Figure 1. Signal wires on met1.
Bar = 100 um. Supply wires on this layer in gray.
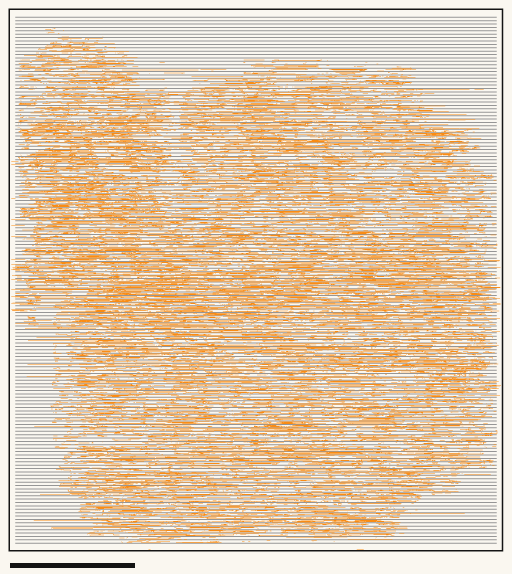
Figure 2. The metal 2 layer.
Bar = 100 um.
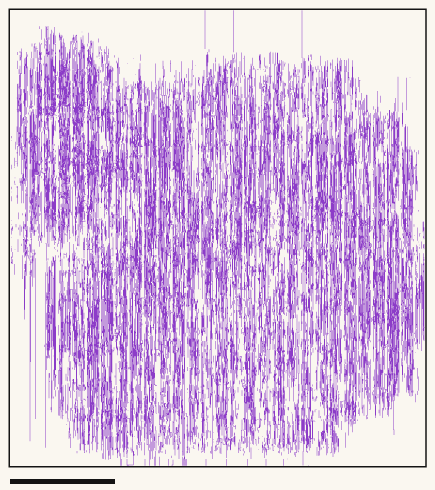
Figure 3. Signal wires on met3.
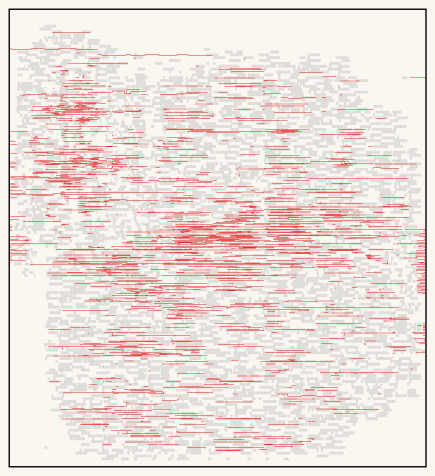
Figure 4. Metal 4.
Bar = 100 um. Supply wires on this layer in gray.
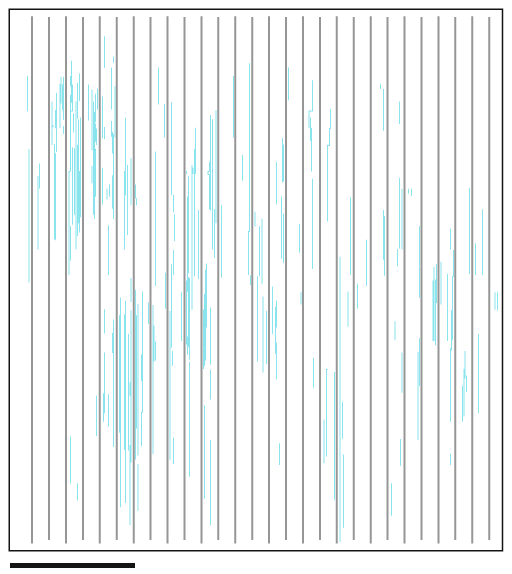
===== src/rtl/reg_file.sv =====
// Architectural register file with rename-status table.
// Commits retire values; renames mark registers pending on a ROB id.
module reg_file #(
  parameter int REG_NUM      = 32,
  parameter int DATA_WIDTH   = 32,
  parameter int ROB_ID_WIDTH = 4
) (
  input  logic                    clk,
  input  logic                    rst,
  input  logic                    rdy,
  input  logic                    rollback,
  input  logic                    commit_en,
  input  logic [4:0]              commit_rd,
  input  logic [DATA_WIDTH-1:0]   commit_val,
  input  logic [ROB_ID_WIDTH-1:0] commit_alias,
  input  logic                    rename_en,
  input  logic [4:0]              rename_rd,
  input  logic [ROB_ID_WIDTH-1:0] rename_alias,
  input  logic [4:0]              rs1_idx,
  input  logic [4:0]              rs2_idx,
  output logic                    rs1_busy,
  output logic                    rs2_busy,
  output logic [ROB_ID_WIDTH-1:0] rs1_alias,
  output logic [ROB_ID_WIDTH-1:0] rs2_alias,
  output logic [DATA_WIDTH-1:0]   rs1_val,
  output logic [DATA_WIDTH-1:0]   rs2_val
);

  typedef struct packed {
    logic                    busy;
    logic [ROB_ID_WIDTH-1:0] id;
    logic [DATA_WIDTH-1:0]   val;
  } q_t;

  logic [DATA_WIDTH-1:0]   r_val   [REG_NUM];
  logic [ROB_ID_WIDTH-1:0] r_alias [REG_NUM];
  logic [REG_NUM-1:0]      r_busy;

  logic w_commit;
  logic w_rename;
  logic w_match;
  q_t   w_q1;
  q_t   w_q2;

  assign w_commit = rdy && commit_en && (commit_rd != 5'd0);
  assign w_rename = rdy && rename_en && (rename_rd != 5'd0)
                    && !rollback;
  assign w_match  = (r_alias[commit_rd] == commit_alias);

  // Rollback and rename are placed after commit so they win on the same rd.
  always_ff @(posedge clk) begin
    if (rst) begin
      for (int i = 0; i < REG_NUM; i++) begin
        r_val[i]   <= '0;
        r_alias[i] <= '0;
      end
      r_busy <= '0;
    end else if (rdy) begin
      if (w_commit) begin
        r_val[commit_rd] <= commit_val;
        if (w_match) begin
          r_busy[commit_rd]  <= 1'b0;
          r_alias[commit_rd] <= '0;
        end
      end
      if (rollback) begin
        r_busy <= '0;
        for (int i = 0; i < REG_NUM; i++) begin
          r_alias[i] <= '0;
        end
      end else if (w_rename) begin
        r_busy[rename_rd]  <= 1'b1;
        r_alias[rename_rd] <= rename_alias;
      end
    end
  end

  function automatic q_t query(input logic [4:0] idx);
    q_t q;
    q.busy = r_busy[idx];
    q.id   = r_alias[idx];
    q.val  = r_val[idx];
    if (w_commit && (commit_rd == idx)) begin
      q.val = commit_val;
      if (w_match) begin
        q.busy = 1'b0;
        q.id   = '0;
      end
    end
    if (idx == 5'd0) q = '0;
    return q;
  endfunction

  always_comb begin
    w_q1 = query(rs1_idx);
    w_q2 = query(rs2_idx);
  end

  assign rs1_busy  = w_q1.busy;
  assign rs1_alias = w_q1.id;
  assign rs1_val   = w_q1.val;
  assign rs2_busy  = w_q2.busy;
  assign rs2_alias = w_q2.id;
  assign rs2_val   = w_q2.val;

endmodule


===== config.mk =====
export PLATFORM = sky130hd
export DESIGN_NAME = reg_file
export DESIGN_NICKNAME = d
export VERILOG_FILES = /design/src/rtl/reg_file.sv
export SDC_FILE = /design/constraint.sdc
export NUM_CORES = 2
export LEC_CHECK = 0
export CAP_MARGIN = 15
export CORE_ASPECT_RATIO = 1.1
export CORE_MARGIN = 4
export CORE_UTILIZATION = 40
export CTS_CLUSTER_DIAMETER = 80
export DETAILED_ROUTE_END_ITERATION = 7
export PLACE_DENSITY_LB_ADDON = 0.15
export SLEW_MARGIN = 30
export SYNTH_ARGS = -nofsm -noshare
export SYNTH_HDL_FRONTEND = slang
export SYNTH_SLANG_ARGS = --single-unit

===== constraint.sdc =====
create_clock -name clk -period 6.2 [get_ports clk]
set_clock_uncertainty 0.1 [all_clocks]
set_input_delay 0.93 -clock clk [delete_from_list [all_inputs] [get_ports clk]]
set_output_delay 0.93 -clock clk [all_outputs]
set_load 0.02 [all_outputs]

==> impl_metrics.json <==
{
  "crit_path_start_kind": "input pin",
  "cts.sinks": 1184,
  "cpPeakStageDelay_ns": 0.75,
  "cts_setup_buffers": 0,
  "layout.area.comb_um2": 29200,
  "dieWidth_um": 394,
  "tightest_slew_ns": 1.01,
  "cts.hold.buffers_added": 0,
  "fillers": 13900,
  "comb_share_pct": 38.7,
  "grt_max_degree": 68,
  "ant_nets": 0,
  "synthCells": 4275,
  "grt_usage_pct": 28.6,
  "min_from": "r_busy[14]",
  "status": "finished, final reports clean",
  "ys_cells": 4275,
  "cts_tree": "yes",
  "drtIter0Drc": 5552,
  "powerDensity_nw_per_um2": 273,
  "crit_family": "buffers and inverters",
  "final_cell_mix": "1152 x edfxtp_1, 1077 x and2_1, 720 x mux4_2, 205 x buf_4, 152 x mux2i_1",
  "ys.flop_type": "edfxtp_1",
  "top_cell": "edfxtp_1",
  "wl_met2_mm": 117,
  "whs_endpoint": "r_busy[14]",
  "clockBufferDepth": 3,
  "overflow": 0,
  "die_y_um": 433,
  "routed_via_density": 6.40,
  "synthTopCellsByCount": "1152 x edfxtp_1, 1077 x and2_1, 720 x mux4_2",
  "ff2ff_setup_slack_ns": 2.27,
  "drv_slew": 0,
  "top_layer_used": "met4",
  "hp-class": "flip-flop to flip-flop",
  "met1Wirelength_mm": 96.9,
  "avgSynthCellArea_um2": 15.4,
  "adder_share_pct": 0,
  "initCoreUtil_pct": 40.3,
  "maxCapViolCount": 0,
  "synth-edff-count": 1152,
  "rr_worst_depth": 8,
  "fin_setup_tns_ns": 0,
  "rr_endpoint": "r_alias[22][3]",
  "hold_depth": 2,
  "crit_slowest_cell": "clkdlybuf4s50_1",
  "top_cell_area_share_pct": 52.7,
  "worstSetupEndpoint": "rs2_val[31]",
  "cts.clk_slew.worst_paths_ns": 0.06,
  "crit_cells": 9,
  "wl_met3_mm": 22.2,
  "critPathMaxFanout": 57,
  "numCtsBuffers": 139,
  "seq_share_pct": 46.7,
  "insertion_delay_ns": 0.80,
  "path_buffers": 4,
  "timing.fmax_mhz": 174,
  "nets": 4434,
  "leakage_nw": 25.9,
  "dp_worst_setup_slack_ns": 0.573,
  "grt_use_met2_pct": 46.7,
  "ys_ff": 1184,
  "clkCellAreaFrac_pct": 5.96,
  "die_area_um2": 171000,
  "use_met3_pct": 5.61,
  "flop-count": 1184,
  "h-tree-depth": 4,
  "synthArstFlopShare_pct": 0,
  "io_pins": 140,
  "critPathKind": "input pin to output port",
  "yosys-top-cells-area": "edfxtp_1 53%, mux4_2 25%, and2_1 10%, mux2i_1 2.3%, clkbuf_1 2.1%",
  "startpoint": "commit_rd[2]",
  "wl_per_cell_um": 37.2,
  "grt_pass1_wl_mm": 342,
  "setup_viol": 0,
  "drive_above_1_share_pct": 29.1,
  "end_kind": "output port",
  "layout_top_cell": "edfxtp_1",
  "synth_chip_area_um2": 65600
}
## Picture notes: Figure 1
share of all routed wire = 39%
main direction = horizontal
wire length on this layer = 96.9 mm
longest straight run = 104 um
M1 GR Usage: 38.5%
vias: 42200
Post-Route WL: 246 mm

## Picture notes: Figure 2
nets with wire on the layer = 3655
longest straight run = 173 um
main direction = vertical
wire length on this layer = 117 mm

## Picture notes: Figure 3
wire length on this layer = 22.2 mm
share of all routed wire = 9.0%

## Picture notes: Figure 4
share of all routed wire = 3.9%
wire length on this layer = 9590 um
main direction = vertical

==> through the flow <==
| step | hold WS, ns | cell area, um^2 | power [mW] | utilization (%) |
|---|---|---|---|---|
| after floorplan | 0.343 | 65800 | 11.2 | - |
| after global placement | 0.370 | 70800 | 12.5 | 43.5 |
| after detailed placement | 0.390 | 71000 | 12.5 | 43.6 |
| after CTS | 0.402 | 75500 | 20.7 | 46.4 |
| after global routing | 0.422 | 75500 | 21.2 | 46.4 |
| final | 0.411 | 75500 | 20.6 | 46.4 |
==> power breakdown <==
part           internal [mW]  switching [mW]
Clock                   4.71            3.54
Combinational           1.30            1.64
Sequential              9.21           0.245
Total                   15.2            5.42
==> registers in the layout, summed over array words and instances, names as in the netlist <==
name / cells
r_val: 1024
r_alias: 128
r_busy: 32
Power figures rest on the tool's default switching activity, not on a simulated workload.
